## src/rtl/nla_bram_pkg.sv

```systemverilog
// nla_bram_pkg
// Constants and types shared by the BRAM-facing blocks of the approximation
// engine: the LUT reader in this slice and the coefficient loader that owns
// port B.
//   BRAM_RD_LATENCY : cycles from ena to stable douta (registered-output BRAM)
//   LUT_*           : default widths of the LUT BRAM and its request tags
//   lut_addr_t      : LUT address type shared with the loader
//   lut_tag_t       : request sideband tag type
package nla_bram_pkg;

  localparam int BRAM_RD_LATENCY = 2;

  localparam int LUT_RAM_WIDTH  = 32;
  localparam int LUT_ADDR_LINES = 4;
  localparam int LUT_TAG_WIDTH  = 4;

  typedef logic [LUT_ADDR_LINES-1:0] lut_addr_t;
  typedef logic [LUT_TAG_WIDTH-1:0]  lut_tag_t;

endpackage : nla_bram_pkg

```

## src/rtl/bram_lut_reader_if.sv

```systemverilog
// bram_lut_reader_if
// Request and response streams of the LUT reader, both valid/ready.
//   in_valid_i / in_ready_o / in_idx_i / in_tag_i       : LUT index requests
//   out_valid_o / out_ready_i / out_data_o / out_tag_o  : LUT words + tags
// Signal suffixes are from the reader's point of view.
//   slave  : the reader (consumes requests, produces responses)
//   master : the index generator / interpolation datapath side
interface bram_lut_reader_if
  import nla_bram_pkg::*;
#(
  parameter int RAM_WIDTH  = LUT_RAM_WIDTH,
  parameter int ADDR_LINES = LUT_ADDR_LINES,
  parameter int TAG_WIDTH  = LUT_TAG_WIDTH
) ();

  logic                  in_valid_i;
  logic                  in_ready_o;
  logic [ADDR_LINES-1:0] in_idx_i;
  logic [TAG_WIDTH-1:0]  in_tag_i;

  logic                  out_valid_o;
  logic                  out_ready_i;
  logic [RAM_WIDTH-1:0]  out_data_o;
  logic [TAG_WIDTH-1:0]  out_tag_o;

  modport slave (
    input  in_valid_i, in_idx_i, in_tag_i, out_ready_i,
    output in_ready_o, out_valid_o, out_data_o, out_tag_o
  );

  modport master (
    output in_valid_i, in_idx_i, in_tag_i, out_ready_i,
    input  in_ready_o, out_valid_o, out_data_o, out_tag_o
  );

endinterface : bram_lut_reader_if

```

## src/rtl/lut_resp_fifo.sv

```systemverilog
// lut_resp_fifo
// Synchronous response FIFO. The head word is read straight from the storage
// flops, so an entry pushed at one edge is visible the following cycle.
//   clk_i, rstn_i : clock, asynchronous active-low reset
//   push_i        : write push_data_i (never asserted when full)
//   pop_i         : drop the head entry (ignored when empty)
//   valid_o       : FIFO non-empty
//   pop_data_o    : head entry, zero while empty
//   count_o       : current occupancy
// DEPTH must be a power of 2 so the pointers wrap by overflow.
module lut_resp_fifo #(
  parameter int WIDTH = 36,
  parameter int DEPTH = 4,
  parameter int CW    = $clog2(DEPTH + 1)
) (
  input  logic             clk_i,
  input  logic             rstn_i,
  input  logic             push_i,
  input  logic [WIDTH-1:0] push_data_i,
  input  logic             pop_i,
  output logic             valid_o,
  output logic [WIDTH-1:0] pop_data_o,
  output logic [CW-1:0]    count_o
);

  localparam int AW = $clog2(DEPTH);

  logic [WIDTH-1:0] mem_q [DEPTH];
  logic [AW-1:0]    wr_ptr_q, rd_ptr_q;
  logic [CW-1:0]    count_q;
  logic             full, do_pop;

  assign full       = (count_q == CW'(DEPTH));
  assign valid_o    = (count_q != '0);
  assign do_pop     = pop_i && valid_o;
  assign count_o    = count_q;
  assign pop_data_o = valid_o ? mem_q[rd_ptr_q] : '0;

  // NOTE: storage is deliberately not reset; only pointers and count are.
  // Stale words are never observable because the output is gated by valid_o.
  always_ff @(posedge clk_i) begin
    if (push_i) mem_q[wr_ptr_q] <= push_data_i;
  end

  // NOTE: sequential state uses non-blocking assignments only, so every
  // flop samples pre-edge values regardless of process ordering.
  always_ff @(posedge clk_i or negedge rstn_i) begin
    if (!rstn_i) begin
      wr_ptr_q <= '0;
      rd_ptr_q <= '0;
      count_q  <= '0;
    end else begin
      if (push_i) wr_ptr_q <= wr_ptr_q + AW'(1);
      if (do_pop) rd_ptr_q <= rd_ptr_q + AW'(1);
      case ({push_i, do_pop})
        2'b10:   count_q <= count_q + CW'(1);
        2'b01:   count_q <= count_q - CW'(1);
        default: count_q <= count_q;
      endcase
    end
  end

  // Upstream credit flow control guarantees room for every push.
  assert property (@(posedge clk_i) disable iff (!rstn_i) !(push_i && full));

endmodule : lut_resp_fifo

```

## src/rtl/bram_lut_reader.sv

```systemverilog
// bram_lut_reader
// Read-side initiator for the registered-output dual-port LUT BRAM (port A).
// Takes LUT indices, adds base_addr_i (wrapping), issues reads, absorbs the
// fixed read latency and returns {data, tag} in request order with full
// back-pressure. A credit counter sized to the response FIFO throttles
// requests so every issued read has a guaranteed FIFO slot.
//   clk_i, rstn_i   : clock, asynchronous active-low reset
//   base_addr_i     : LUT base offset, sampled on each issue
//   s               : request/response streams (bram_lut_reader_if.slave)
//   bram_*_o/_i     : BRAM port A (read-only; wea tied low, rstna = rstn_i)
//   busy_o          : reads in flight or responses still queued
module bram_lut_reader
  import nla_bram_pkg::*;
#(
  parameter int RAM_WIDTH  = LUT_RAM_WIDTH,
  parameter int ADDR_LINES = LUT_ADDR_LINES,
  parameter int TAG_WIDTH  = LUT_TAG_WIDTH,
  parameter int FIFO_DEPTH = 4
) (
  input  logic                  clk_i,
  input  logic                  rstn_i,
  input  logic [ADDR_LINES-1:0] base_addr_i,
  bram_lut_reader_if.slave      s,
  output logic [ADDR_LINES-1:0] bram_addra_o,
  output logic                  bram_ena_o,
  output logic                  bram_wea_o,
  output logic                  bram_regcea_o,
  output logic                  bram_rstna_o,
  input  logic [RAM_WIDTH-1:0]  bram_douta_i,
  output logic                  busy_o
);

  localparam int CW = $clog2(FIFO_DEPTH + 1);
  localparam int FW = RAM_WIDTH + TAG_WIDTH;
  localparam int L  = BRAM_RD_LATENCY;

  typedef struct packed {
    logic                 valid;
    logic [TAG_WIDTH-1:0] tag;
  } stage_t;

  stage_t                pipe_q [L];
  logic [CW-1:0]         credits_q;
  logic [CW-1:0]         in_flight;
  logic [CW-1:0]         fifo_count;
  logic [FW-1:0]         fifo_rdata;
  logic [ADDR_LINES-1:0] rd_addr;
  logic                  issue, pop, push;

  assign s.in_ready_o = (credits_q != '0);
  assign issue        = s.in_valid_i && s.in_ready_o;
  assign pop          = s.out_valid_o && s.out_ready_i;
  assign push         = pipe_q[L-1].valid;

  // Same-width add: the carry falls off, so LUT addresses wrap.
  assign rd_addr       = base_addr_i + s.in_idx_i;
  assign bram_ena_o    = issue;
  assign bram_addra_o  = issue ? rd_addr : '0;
  assign bram_wea_o    = 1'b0;
  assign bram_regcea_o = pipe_q[0].valid;
  assign bram_rstna_o  = rstn_i;

  // Credits count free FIFO slots not yet claimed by an in-flight read.
  always_ff @(posedge clk_i or negedge rstn_i) begin
    if (!rstn_i) begin
      credits_q <= CW'(FIFO_DEPTH);
    end else begin
      case ({issue, pop})
        2'b10:   credits_q <= credits_q - CW'(1);
        2'b01:   credits_q <= credits_q + CW'(1);
        default: credits_q <= credits_q;
      endcase
    end
  end

  // Stage 0 is valid during the cycle the BRAM output register loads;
  // the last stage marks douta as stable and is the FIFO push.
  always_ff @(posedge clk_i or negedge rstn_i) begin
    if (!rstn_i) begin
      for (int i = 0; i < L; i++) pipe_q[i] <= '0;
    end else begin
      pipe_q[0].valid <= issue;
      pipe_q[0].tag   <= s.in_tag_i;
      for (int i = 1; i < L; i++) pipe_q[i] <= pipe_q[i-1];
    end
  end

  // NOTE: both outputs get a value before the loop, so no path leaves them
  // unassigned and no latch is inferred.
  always_comb begin
    in_flight = '0;
    busy_o    = s.out_valid_o;
    for (int i = 0; i < L; i++) begin
      in_flight = in_flight + CW'(pipe_q[i].valid);
      busy_o    = busy_o | pipe_q[i].valid;
    end
  end

  lut_resp_fifo #(
    .WIDTH (FW),
    .DEPTH (FIFO_DEPTH),
    .CW    (CW)
  ) u_fifo (
    .clk_i       (clk_i),
    .rstn_i      (rstn_i),
    .push_i      (push),
    .push_data_i ({pipe_q[L-1].tag, bram_douta_i}),
    .pop_i       (pop),
    .valid_o     (s.out_valid_o),
    .pop_data_o  (fifo_rdata),
    .count_o     (fifo_count)
  );

  assign s.out_tag_o  = fifo_rdata[FW-1 -: TAG_WIDTH];
  assign s.out_data_o = fifo_rdata[RAM_WIDTH-1:0];

  // Every claimed slot is either in the read pipeline or in the FIFO.
  assert property (@(posedge clk_i) disable iff (!rstn_i)
    (32'(credits_q) + 32'(fifo_count) + 32'(in_flight)) == 32'(FIFO_DEPTH));

endmodule : bram_lut_reader

```

## src/flat_wrapper.sv

```systemverilog
// flat-port wrapper written by rule: the top's interface ports become plain ports
module bram_lut_reader_flat import nla_bram_pkg::*;
#(
  parameter int RAM_WIDTH  = LUT_RAM_WIDTH,
  parameter int ADDR_LINES = LUT_ADDR_LINES,
  parameter int TAG_WIDTH  = LUT_TAG_WIDTH,
  parameter int FIFO_DEPTH = 4
)
  (clk_i, rstn_i, base_addr_i, bram_addra_o, bram_ena_o, bram_wea_o, bram_regcea_o, bram_rstna_o, bram_douta_i, busy_o, s_in_valid_i, s_in_idx_i, s_in_tag_i, s_out_ready_i, s_in_ready_o, s_out_valid_o, s_out_data_o, s_out_tag_o);
  bram_lut_reader_if #(.RAM_WIDTH(RAM_WIDTH), .ADDR_LINES(ADDR_LINES), .TAG_WIDTH(TAG_WIDTH)) s_i ();
  input  logic clk_i;
  input  logic rstn_i;
  input  logic [ADDR_LINES-1:0] base_addr_i;
  output logic [ADDR_LINES-1:0] bram_addra_o;
  output logic bram_ena_o;
  output logic bram_wea_o;
  output logic bram_regcea_o;
  output logic bram_rstna_o;
  input  logic [RAM_WIDTH-1:0] bram_douta_i;
  output logic busy_o;
  input wire logic [$bits(s_i.in_valid_i)-1:0] s_in_valid_i;
  input wire logic [$bits(s_i.in_idx_i)-1:0] s_in_idx_i;
  input wire logic [$bits(s_i.in_tag_i)-1:0] s_in_tag_i;
  input wire logic [$bits(s_i.out_ready_i)-1:0] s_out_ready_i;
  output wire logic [$bits(s_i.in_ready_o)-1:0] s_in_ready_o;
  output wire logic [$bits(s_i.out_valid_o)-1:0] s_out_valid_o;
  output wire logic [$bits(s_i.out_data_o)-1:0] s_out_data_o;
  output wire logic [$bits(s_i.out_tag_o)-1:0] s_out_tag_o;
  assign s_i.in_valid_i = s_in_valid_i;
  assign s_i.in_idx_i = s_in_idx_i;
  assign s_i.in_tag_i = s_in_tag_i;
  assign s_i.out_ready_i = s_out_ready_i;
  assign s_in_ready_o = s_i.in_ready_o;
  assign s_out_valid_o = s_i.out_valid_o;
  assign s_out_data_o = s_i.out_data_o;
  assign s_out_tag_o = s_i.out_tag_o;
  bram_lut_reader #(.RAM_WIDTH(RAM_WIDTH), .ADDR_LINES(ADDR_LINES), .TAG_WIDTH(TAG_WIDTH), .FIFO_DEPTH(FIFO_DEPTH)) u_core (.clk_i(clk_i), .rstn_i(rstn_i), .base_addr_i(base_addr_i), .s(s_i), .bram_addra_o(bram_addra_o), .bram_ena_o(bram_ena_o), .bram_wea_o(bram_wea_o), .bram_regcea_o(bram_regcea_o), .bram_rstna_o(bram_rstna_o), .bram_douta_i(bram_douta_i), .busy_o(busy_o));
endmodule
```

## config.mk

```make
export PLATFORM = sky130hd
export DESIGN_NAME = bram_lut_reader_flat
export DESIGN_NICKNAME = d
export VERILOG_FILES = /design/src/rtl/nla_bram_pkg.sv /design/src/rtl/bram_lut_reader_if.sv /design/src/rtl/lut_resp_fifo.sv /design/src/rtl/bram_lut_reader.sv /design/src/flat_wrapper.sv
export SDC_FILE = /design/constraint.sdc
export NUM_CORES = 1
export LEC_CHECK = 0
export CORE_MARGIN = 1
export CORE_UTILIZATION = 40
export DETAILED_ROUTE_END_ITERATION = 16
export SYNTH_ARGS = -nofsm -noshare
export SYNTH_HDL_FRONTEND = slang
export SYNTH_SLANG_ARGS = --single-unit
```

## constraint.sdc

```tcl
create_clock -name clk_i -period 5.8 [get_ports clk_i]
set_clock_uncertainty 0.2 [all_clocks]
set_input_delay 0.58 -clock clk_i [delete_from_list [all_inputs] [get_ports clk_i]]
set_output_delay 0.58 -clock clk_i [all_outputs]
set_load 0.03 [all_outputs]
```

Clock nets:
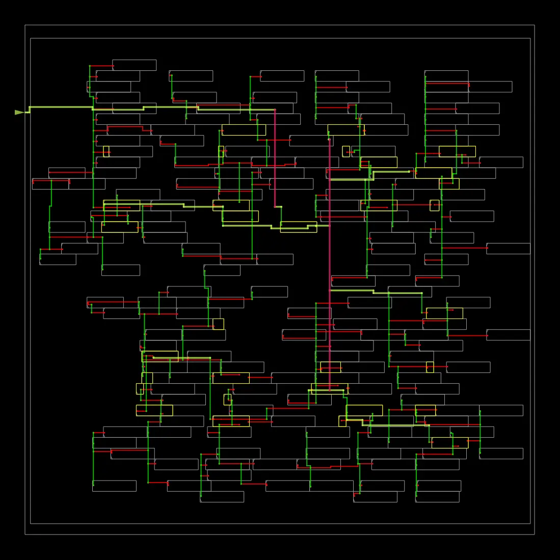
Sink Count: 164
CTS buffer count: 17
clock latency reported for the late side of the worst-skew pair: 410 ps
number of clock buffer instances in the layout: 23
power dissipated in the clock network: 1070 uW

Clock wires, drivers and flops:
Scale bar: 50 um.
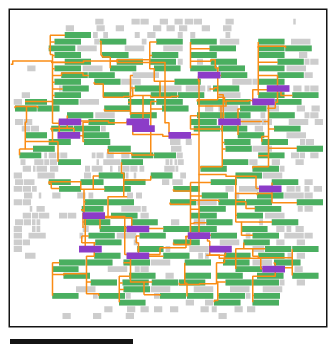
[green] flip-flops | count: 164
[orange] clock wires | length: 1750 um
[purple] clock drivers | count: 17
routed clock nets: 18
flops lie: widely spread

Gate-type map:
Scale bar: 50 um.
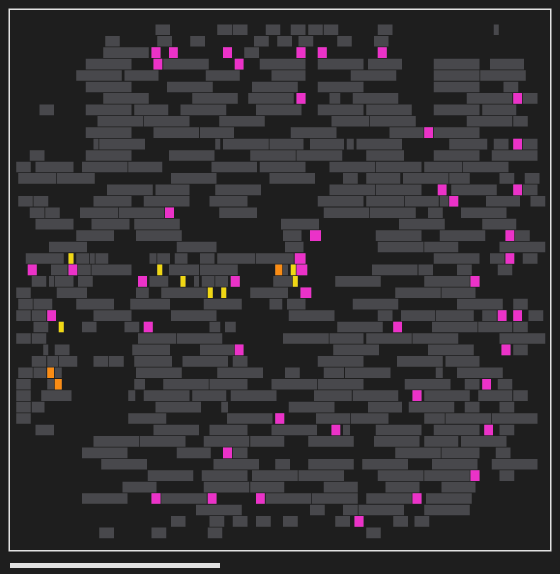
| colour | family | cells |
|---|---|---|
| yellow | inverters | 8 |
| magenta | AND and OR gates | 46 |
| orange | inverting AOI/OAI gates | 3 |

Supply network:
Pins as bars on the die edge. Tap cells in grey.
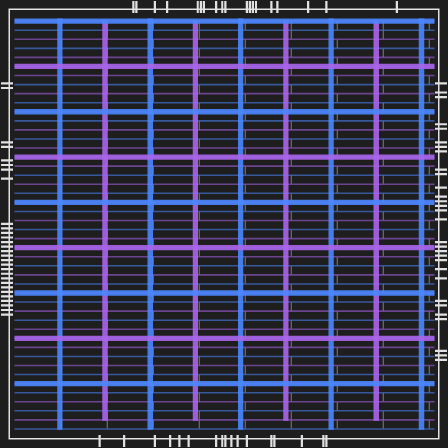
| colour | net |
|---|---|
| purple | VDD |
| blue | VSS |
signal pins: 95
met5 straps: 9
tap cells: 211
rows: 45
met1 rails: 46

==> CHANGELOG.md <==
### Changed

* Met3 wire length at 632 um
* Fraction of standard cell area that is sequential at 59.6%
* Number of cell instances after yosys synthesis at 307
* Setup repair after global routing missed its margin: no
* Die outline area at 16500 um2
* Post-layout instance area at 8100 um2
* Post-CTS clock slew at the launch and capture registers of the worst setup and hold paths at 60 ps
* Fp_density at 41.5%
* Number of buffer and inverter stages on the critical path at 2
* Cell type contributing the most total cell area after synthesis: edfxtp_1
* Net Switching at 1470 uW
* Fraction of the mapped netlist area in compound gates at 0.352%
* Largest class: flip-flops and latches
* Number of DRC violations after detailed routing at 0
* Avg Synthesized Cell Area at 20.8 um2
* Worst hold start: u_core.pipe_q[5]
* Worst slack on hold paths at 146 ps
* Met2 routed WL at 5330 um
* Share of Yosys cell area claimed by the top area cell type at 67.6%
* Register-to-register setup slack at 2880 ps
* Share of the synthesized netlist area taken by xor and xnor gates at 1.51%
* Setup TNS at 0 ps
* Flip-flop and latch power at 1720 uW
* Endpoint of the worst register-to-register path: u_core.credits_q[1]
* Multi-Input Combinational at 120
* Number of max-cap violations at 0
* Critical path, cell by cell: buf_4, mux4_2, and2_1, clkdlybuf4s50_1
* Highest metal layer with signal wires: met4
* Flip-flop count of the largest register, all copies and words added at 144
* Worst ir drop on vdd at 0.000258 V
* Top cells by area: edfxtp_1, mux4_2, dfrtp_1
* Worst setup startpoint: u_core.u_fifo.rd_ptr_q[0]
* Number of top-level pins at 95
* Post-CTS setup buffers at 0
* Critical path fanouts, max at 21
* Number of enable-type register cells in the synthesized netlist at 144
* Global placer's final weighted congestion at 0.676
* YS chip area at 6400 um2
* Pin count of the biggest net entering global routing at 38
* Number of cells after detailed placement at 598
* Type of the most critical hold path: reg -> reg
* Highest-count cells in the layout ignoring fill and taps: edfxtp_1, clkdlybuf4s50_1, and2_1, mux4_2, clkbuf_16
* Part of the power in registers at 38.4%
* Total count of max-transition violations in the final report at 0
* Fraction of area in non-clock buffers at 11.7%
* Netlist Area Pre-Place at 6400 um2
* Net count after synthesis at 367
* End of the worst hold path: u_core.pipe_q[0]
* Core Box Area at 15400 um2
* Detailed-router iteration count before antenna repair at 4
* Clk pwr share at 23.8%
* Total count of hold-check failures in the final report at 0
* Wire length of the first global-routing pass at 17800 um
* Post-layout util at 52.5%
* Min Clock Period, post-route at 3820 ps
* Part of the Yosys area used for sequential elements at 75.4%
* Logic inverters at 8
* Biggest regs: u_core.u_fifo.mem_q: 144 flops, u_core.pipe_q: 8 flops
* Top-count cell post-synth: edfxtp_1
* Routed Antenna Nets at 0
* Req. time, crit path at 5020 ps
* Final worst slack at 1980 ps
* Level count of the clock H-tree at 4
* Peak clock frequency supported by timing at 0.262 GHz
* Cell chosen for the clock root: clkbuf_16
* Largest family of logic cells by area: multiplexers
* Worst Tran Pin Value at 1020 ps
* Internal power at 3020 uW
* Number of cells traversed by the worst hold path at 0
* Antenna cell count at 0
* Adder-Cell Fraction of Synth Area at 2.70%
* Total leakage power at 0.00276 uW
* Number of tapcells at 211
* Area taken by flip-flops and latches at 4830 um2
* Run status: completed
* Wire length reported by the detailed router at 11100 um
* Post-layout nets at 466
* Reported combinational group power at 1700 uW
* Routing usage on met3 at 5.74%
* Post-synth top flop: edfxtp_1
* Share of layout cells above drive strength 1 at 18.1%
* Crit path DAT at 3040 ps
* Logic depth of the worst register-to-register path at 7
* Detail Placement HPWL at 6550 um
* Logic share of the area at 18.0%
* Vias per Instance at 4.80
No activity file was given, so power comes from the tool's default toggle rates.
